<file path="src/rtl/id_ex_skid_stage_if.sv">
// ID/EX handshake bundle: valid/ready plus decoded payload.
// master drives valid and payload, slave drives ready.
interface id_ex_skid_stage_if #(
  parameter int DATA_W = 32,
  parameter int RD_W   = 5,
  parameter int CTRL_W = 4,
  parameter int NUM_CH = 6
) ();
  logic                     valid;
  logic                     ready;
  logic [DATA_W-1:0]        data1;
  logic [DATA_W-1:0]        data2;
  logic [RD_W-1:0]          rd;
  logic [CTRL_W-1:0]        ctrl;
  logic [NUM_CH*DATA_W-1:0] ch;

  modport master (
    output valid, data1, data2, rd, ctrl, ch,
    input  ready
  );

  modport slave (
    input  valid, data1, data2, rd, ctrl, ch,
    output ready
  );
endinterface

</file>
<file path="src/rtl/id_ex_skid_stage.sv">
// ID/EX stage register with one-entry skid buffer,
// flush-to-bubble and saturating back-pressure counter.
module id_ex_skid_stage #(
  parameter int DATA_W = 32,
  parameter int RD_W   = 5,
  parameter int CTRL_W = 4,
  parameter int NUM_CH = 6,
  parameter int CNT_W  = 16
) (
  input  logic               clk,
  input  logic               reset,
  input  logic               flush,
  id_ex_skid_stage_if.slave  up,
  id_ex_skid_stage_if.master dn,
  output logic [CNT_W-1:0]   stall_cnt
);

  typedef struct packed {
    logic [DATA_W-1:0]        d1;
    logic [DATA_W-1:0]        d2;
    logic [RD_W-1:0]          rd;
    logic [CTRL_W-1:0]        ctrl;
    logic [NUM_CH*DATA_W-1:0] ch;
  } id_ex_t;

  typedef enum logic [1:0] {
    EMPTY,
    ONE,
    TWO
  } state_t;

  localparam logic [CNT_W-1:0] CNT_MAX = '1;

  state_t st_q, st_n;
  id_ex_t m_q, m_n;
  id_ex_t s_q, s_n;
  id_ex_t in_beat;
  logic   rdy_q;
  logic   accept;
  logic   rel;

  assign in_beat = {up.data1, up.data2, up.rd,
                    up.ctrl, up.ch};

  assign up.ready  = rdy_q;
  assign dn.valid  = (st_q != EMPTY);
  assign dn.data1  = m_q.d1;
  assign dn.data2  = m_q.d2;
  assign dn.rd     = m_q.rd;
  assign dn.ctrl   = m_q.ctrl;
  assign dn.ch     = m_q.ch;

  assign accept = up.valid & rdy_q;
  assign rel    = dn.valid & dn.ready;

  // Next-state and entry movement; flush squashes everything.
  always_comb begin
    st_n = st_q;
    m_n  = m_q;
    s_n  = s_q;
    case (st_q)
      EMPTY: begin
        if (accept) begin
          st_n = ONE;
          m_n  = in_beat;
        end
      end
      ONE: begin
        unique case (1'b1)
          accept & rel: m_n = in_beat;
          accept & !rel: begin
            st_n = TWO;
            s_n  = in_beat;
          end
          !accept & rel: begin
            st_n = EMPTY;
            m_n  = '0;
          end
          default: ;
        endcase
      end
      TWO: begin
        if (rel) begin
          st_n = ONE;
          m_n  = s_q;
          s_n  = '0;
        end
      end
      default: begin
        st_n = EMPTY;
        m_n  = '0;
        s_n  = '0;
      end
    endcase
    if (flush) begin
      st_n = EMPTY;
      m_n  = '0;
      s_n  = '0;
    end
  end

  // State, entries and registered ready.
  always_ff @(posedge clk) begin
    if (reset) begin
      st_q  <= EMPTY;
      m_q   <= '0;
      s_q   <= '0;
      rdy_q <= 1'b1;
    end else begin
      st_q  <= st_n;
      m_q   <= m_n;
      s_q   <= s_n;
      rdy_q <= (st_n != TWO);
    end
  end

  // Count stalled cycles, saturating at all-ones.
  always_ff @(posedge clk) begin
    if (reset) begin
      stall_cnt <= '0;
    end else if (dn.valid && !dn.ready &&
                 stall_cnt != CNT_MAX) begin
      stall_cnt <= stall_cnt + 1'b1;
    end
  end

endmodule
</file>
<file path="src/flat_wrapper.sv">
// flat-port wrapper written by rule: the top's interface ports become plain ports
module id_ex_skid_stage_flat 
#(
  parameter int DATA_W = 32,
  parameter int RD_W   = 5,
  parameter int CTRL_W = 4,
  parameter int NUM_CH = 6,
  parameter int CNT_W  = 16
)
  (clk, reset, flush, stall_cnt, up_valid, up_data1, up_data2, up_rd, up_ctrl, up_ch, up_ready, dn_valid, dn_data1, dn_data2, dn_rd, dn_ctrl, dn_ch, dn_ready);
  id_ex_skid_stage_if #(.DATA_W(DATA_W), .RD_W(RD_W), .CTRL_W(CTRL_W), .NUM_CH(NUM_CH)) up_i ();
  id_ex_skid_stage_if #(.DATA_W(DATA_W), .RD_W(RD_W), .CTRL_W(CTRL_W), .NUM_CH(NUM_CH)) dn_i ();
  input  logic clk;
  input  logic reset;
  input  logic flush;
  output logic [CNT_W-1:0] stall_cnt;
  input wire logic [$bits(up_i.valid)-1:0] up_valid;
  input wire logic [$bits(up_i.data1)-1:0] up_data1;
  input wire logic [$bits(up_i.data2)-1:0] up_data2;
  input wire logic [$bits(up_i.rd)-1:0] up_rd;
  input wire logic [$bits(up_i.ctrl)-1:0] up_ctrl;
  input wire logic [$bits(up_i.ch)-1:0] up_ch;
  output wire logic [$bits(up_i.ready)-1:0] up_ready;
  output wire logic [$bits(dn_i.valid)-1:0] dn_valid;
  output wire logic [$bits(dn_i.data1)-1:0] dn_data1;
  output wire logic [$bits(dn_i.data2)-1:0] dn_data2;
  output wire logic [$bits(dn_i.rd)-1:0] dn_rd;
  output wire logic [$bits(dn_i.ctrl)-1:0] dn_ctrl;
  output wire logic [$bits(dn_i.ch)-1:0] dn_ch;
  input wire logic [$bits(dn_i.ready)-1:0] dn_ready;
  assign up_i.valid = up_valid;
  assign up_i.data1 = up_data1;
  assign up_i.data2 = up_data2;
  assign up_i.rd = up_rd;
  assign up_i.ctrl = up_ctrl;
  assign up_i.ch = up_ch;
  assign up_ready = up_i.ready;
  assign dn_valid = dn_i.valid;
  assign dn_data1 = dn_i.data1;
  assign dn_data2 = dn_i.data2;
  assign dn_rd = dn_i.rd;
  assign dn_ctrl = dn_i.ctrl;
  assign dn_ch = dn_i.ch;
  assign dn_i.ready = dn_ready;
  id_ex_skid_stage #(.DATA_W(DATA_W), .RD_W(RD_W), .CTRL_W(CTRL_W), .NUM_CH(NUM_CH), .CNT_W(CNT_W)) u_core (.clk(clk), .reset(reset), .flush(flush), .up(up_i), .dn(dn_i), .stall_cnt(stall_cnt));
endmodule
</file>
<file path="config.mk">
export PLATFORM = sky130hd
export DESIGN_NAME = id_ex_skid_stage_flat
export DESIGN_NICKNAME = d
export VERILOG_FILES = /design/src/rtl/id_ex_skid_stage_if.sv /design/src/rtl/id_ex_skid_stage.sv /design/src/flat_wrapper.sv
export SDC_FILE = /design/constraint.sdc
export NUM_CORES = 1
export LEC_CHECK = 0
export CAP_MARGIN = 40
export CORE_ASPECT_RATIO = 0.6
export CORE_UTILIZATION = 49
export CTS_CLUSTER_DIAMETER = 30
export DETAILED_ROUTE_END_ITERATION = 12
export PLACE_DENSITY = 0.81
export SLEW_MARGIN = 10
export SYNTH_ARGS = -nofsm -noshare
export SYNTH_HDL_FRONTEND = slang
export SYNTH_SLANG_ARGS = --single-unit
</file>
<file path="constraint.sdc">
create_clock -name clk -period 2.6 [get_ports clk]
set_clock_uncertainty 0.2 [all_clocks]
set_input_delay 0.52 -clock clk [delete_from_list [all_inputs] [get_ports clk]]
set_output_delay 0.52 -clock clk [all_outputs]
set_load 0.01 [all_outputs]
</file>
Fig. 1: cells colored by class
Bar = 100 um. Fill, decap, tap and diode cells in gray.
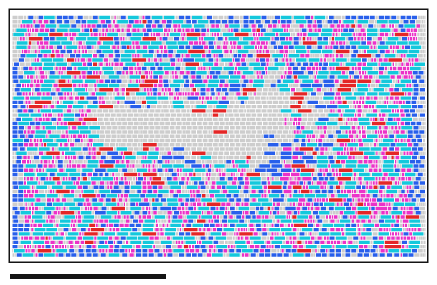
Key: clock drivers and dummy loads = red [cells 133, share of their area 8.5%]; combinational and other logic = magenta [cells 1,438, share of their area 30%]; other buffers and delay cells = blue [cells 661, share of their area 24%]; flops = cyan [cells 549, share of their area 38%]
final design utilization: 72.9%
fraction of standard cell area that is sequential: 36.7%

Fig. 2: clock routing
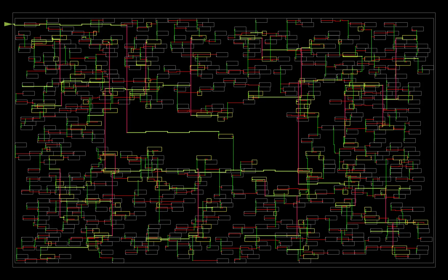
total of clock buffers placed in the layout: 83
flip-flop and latch count: 549
Late-Pin Clk Latency: 600 ps
number of buffers added by the clock tree synthesis step: 73
power attributed to the clock group: 10.2 mW

Fig. 3: logic cells by family
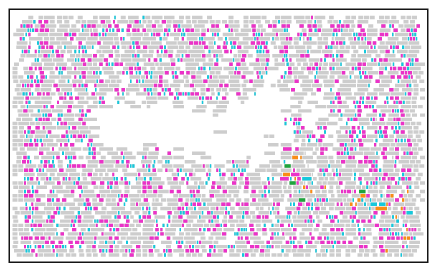
Key: NOR gates = orange [cells 22, where bottom right]; adder and majority cells = green [cells 4]; NAND gates = cyan [cells 552, where all over the die]; inverting AOI/OAI gates = magenta [cells 829, where all over the die]
tally of non-filler cells in the final layout: 3,350
fraction of area in multi-input gates: 29.1%
most numerous logic cell after layout: sky130_fd_sc_hd__clkdlybuf4s50_1

Fig. 4: the metal 2 layer
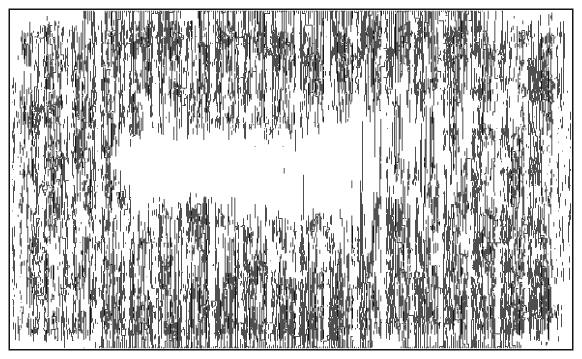
2,677 nets have wire on it. The layer carries 33.1 mm of wire. The wires run mostly vertical. The layer holds 45% of the routed length. The longest straight run is 51.3 um.

Fig. 5: drive-strength map
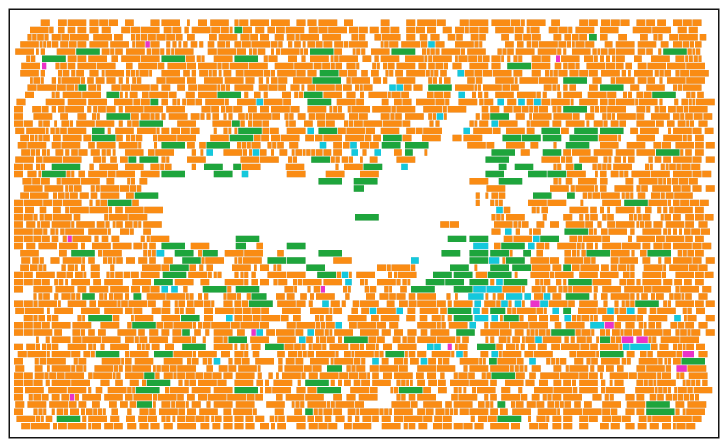
Key: _2 cells = magenta [cells 14, share 0.50%]; _0 and _1 cells = orange [cells 2,528, share 91%]; _6 and larger = green [cells 166, share 6.0%]; _3 and _4 cells = cyan [cells 73, share 2.6%]

==> changes_impl.md <==
### Metrics

* Chip area estimate from yosys synthesis at 20,700 um2
* Hold path endpoint: u_core.s_q[260]
* TritonCTS clock tree: yes
* DR WL/cell at 21.8 um
* Via count of the routed design at 20,900
* Ranking of synthesized cells by instance count: sky130_fd_sc_hd__dfxtp_1 (549), sky130_fd_sc_hd__nand2_1 (277), sky130_fd_sc_hd__a21oi_1 (275)
* Type of origin of the critical path: register
* DRC violations left at 0
* FFs w/ async S/R, synth at 0%
* Detailed placement HPWL at 47,400 um
* Number of endpoints failing setup at the final stage at 0
* Crit path max fanout at 4
* Post-synthesis cell type with the largest instance count: sky130_fd_sc_hd__dfxtp_1
* Delay of the slowest cell on the worst path at 600 ps
* NetSw at 5.18 mW
* Most frequently placed logic cells in the final layout: sky130_fd_sc_hd__clkdlybuf4s50_1 (552), sky130_fd_sc_hd__dfxtp_1 (549), sky130_fd_sc_hd__nand2_1 (277)
* WS Path Type: reg -> out
* Post-route minimum period at 2480 ps
* First-pass GRT wire length at 112,000 um
* Synthesized Nets at 2,501
* Number of distinct standard cells referenced by the synthesized netlist at 43
* Placement row count at 57
* Setup Fix Bufs, Post-CTS at 0
* Number of warnings in the stage logs at 36
* Path type of the worst min-delay path: reg -> reg
* Height of the chip at 161 um
* Parity-gate share of the synthesized area counting xor and xnor cells at 0.0423%
* Hold violation count in the final report at 0
* Yosys top cell by area: sky130_fd_sc_hd__dfxtp_1
* Share of synthesized cell area in and-or and or-and compound cells at 28.4%
* Critical Path End: dn_valid
* Synth-to-Final Area Change at 44.7%
* Launching element of the worst setup path: u_core.st_q[1]
* Final net count at 2,997
* Antenna violations before repair at 10
* Root Driver: sky130_fd_sc_hd__clkbuf_16
* Power share of the combinational group at 8.8%
* Portion of the post-synthesis area used by sequential elements at 53.1%
* Post-Synthesis Mean Instance Area at 9.30 um2
* Sequential share of power at 42.0%
* GRT Total Usage at 32.4%
* Post-placement setup slack at -95.3 ps
* Overflow left after global routing at 0
* Number of hold buffers added after CTS at 0
* Crit path cell chain: inv_1 -> nand2_1 -> clkdlybuf4s50_1
* Gp weighted congestion at 0.885
* Simple Share, Synth at 13.0%
* Ranking of synthesized cells by area: sky130_fd_sc_hd__dfxtp_1 (53%), sky130_fd_sc_hd__o2bb2ai_1 (11%), sky130_fd_sc_hd__a22oi_1 (9.6%)
* Combinational logic power at 1.82 mW
* Capture point of the worst reg-to-reg path: u_core.dn.ch[190]
* Via density per instance at 6.23
* Achievable clock frequency at 404 MHz
* Setup crit end kind: primary output
* Layout cell share with drive strength beyond 1 at 9.10%
* Buffers and inverters on the worst path at 2
* Detailed-routing iteration count for the pre-antenna-repair pass at 6
* Data arrival time of the worst path at 1760 ps
* Number of buffers between clock root and the deepest sink at 3
* Clock Power Share at 49.2%
* Count of flip-flops with a built-in enable after synthesis at 0
* Count of input and output buffers at 552
* Clock sink count at 549
* Power per Cell Area at 691 nW/um2
* Share of cell area taken by muxes after synthesis at 0.127%
* Critical R2R Launch: u_core.st_q[1]
* Lkg Pwr at 10.0 nW
* Sequential Power at 8.70 mW
* Area share of fa/ha/maj cells after synthesis at 0.242%
* Most used flip-flop cell after synthesis: sky130_fd_sc_hd__dfxtp_1
* Area after detailed placement at 27,500 um2
* Critical hold path startpoint: u_core.s_q[260]
* Total internal power at 15.5 mW
* Cell count in the Yosys report at 2,227
* Heaviest power group: the clock network
* Antenna Violating Nets Remaining at 0
* Num ports at 553
* Horizontal extent of the die at 267 um
* Switching power as a share of total power at 25.0%
* R2R depth at 12
* Top Family by Delay on Critical Path: buffers and inverters
* Setup TNS at 0 ps
* Via count of the first global-routing pass at 19,800
* Slowest cell on the critical path: sky130_fd_sc_hd__clkdlybuf4s50_1
* Starting utilization of the core area at 50.4%
* Final Max-Slew Violation Tally at 0
* Cell area after technology mapping at 20,700 um2
* Final Cell Area at 30,000 um2
* Number of cells on the worst hold path at 2
* Synthesized flop and latch total at 549
* Iteration-0 DRC Markers at 2,363
* Instance count of the mapped netlist at 2,227
* Clk slew on worst S/H paths at 60 ps
* Yosys warning tally at 0
* Unrepaired setup endpoints after global routing: no
* Standard cell core area at 41,100 um2
* Slew at the pin with the worst max-slew slack at 819 ps
* Total routed wirelength at 73,100 um
* Total Die Area at 43,100 um2
* Main kind of combinational logic by area: AND-OR/OR-AND gates
* Worst-case vdd ir drop at 0.477 mV
* Required time reported for the critical path endpoint at 1880 ps
* Status: finished, final reports clean
* Critical Path Stages at 3
* Number of cells after detailed placement at 3,208
* Final worst path period share at 95.3%
* Worst Setup Slack, final at 122 ps
* R2R setup slack at 150 ps
* Total power draw at 20.7 mW
[registers in the layout, summed over array words and instances, names as in the netlist]
register	flops
u_core.dn.ctrl	4
u_core.dn.ch	192
u_core.dn.data1	32
u_core.s_q	265
u_core.up.ready	1
u_core.st_q	2
u_core.dn.rd	5
u_core.dn.data2	32
u_core.stall_cnt	16
[layer usage]
metal	up-vias	part of all wire (%)	global-route usage, %
met5	-	0.018	0
met4	2	4.9	16.5
met3	249	8.8	6.59
met2	1265	45	49.6
met1	10100	41	43.3
li1	9308	-	-
[area by class of cell]
cell class | instances | area (um2)
fillers | 2797 | 11100
flip-flops and latches | 549 | 11000
multi-input cells | 1429 | 8710
repair buffers | 661 | 7020
clock buffers | 83 | 1940
well taps | 560 | 701
clock inverters | 50 | 553
inverters | 9 | 33.8
diodes | 9 | 22.5
No activity file was given, so power comes from the tool's default toggle rates.
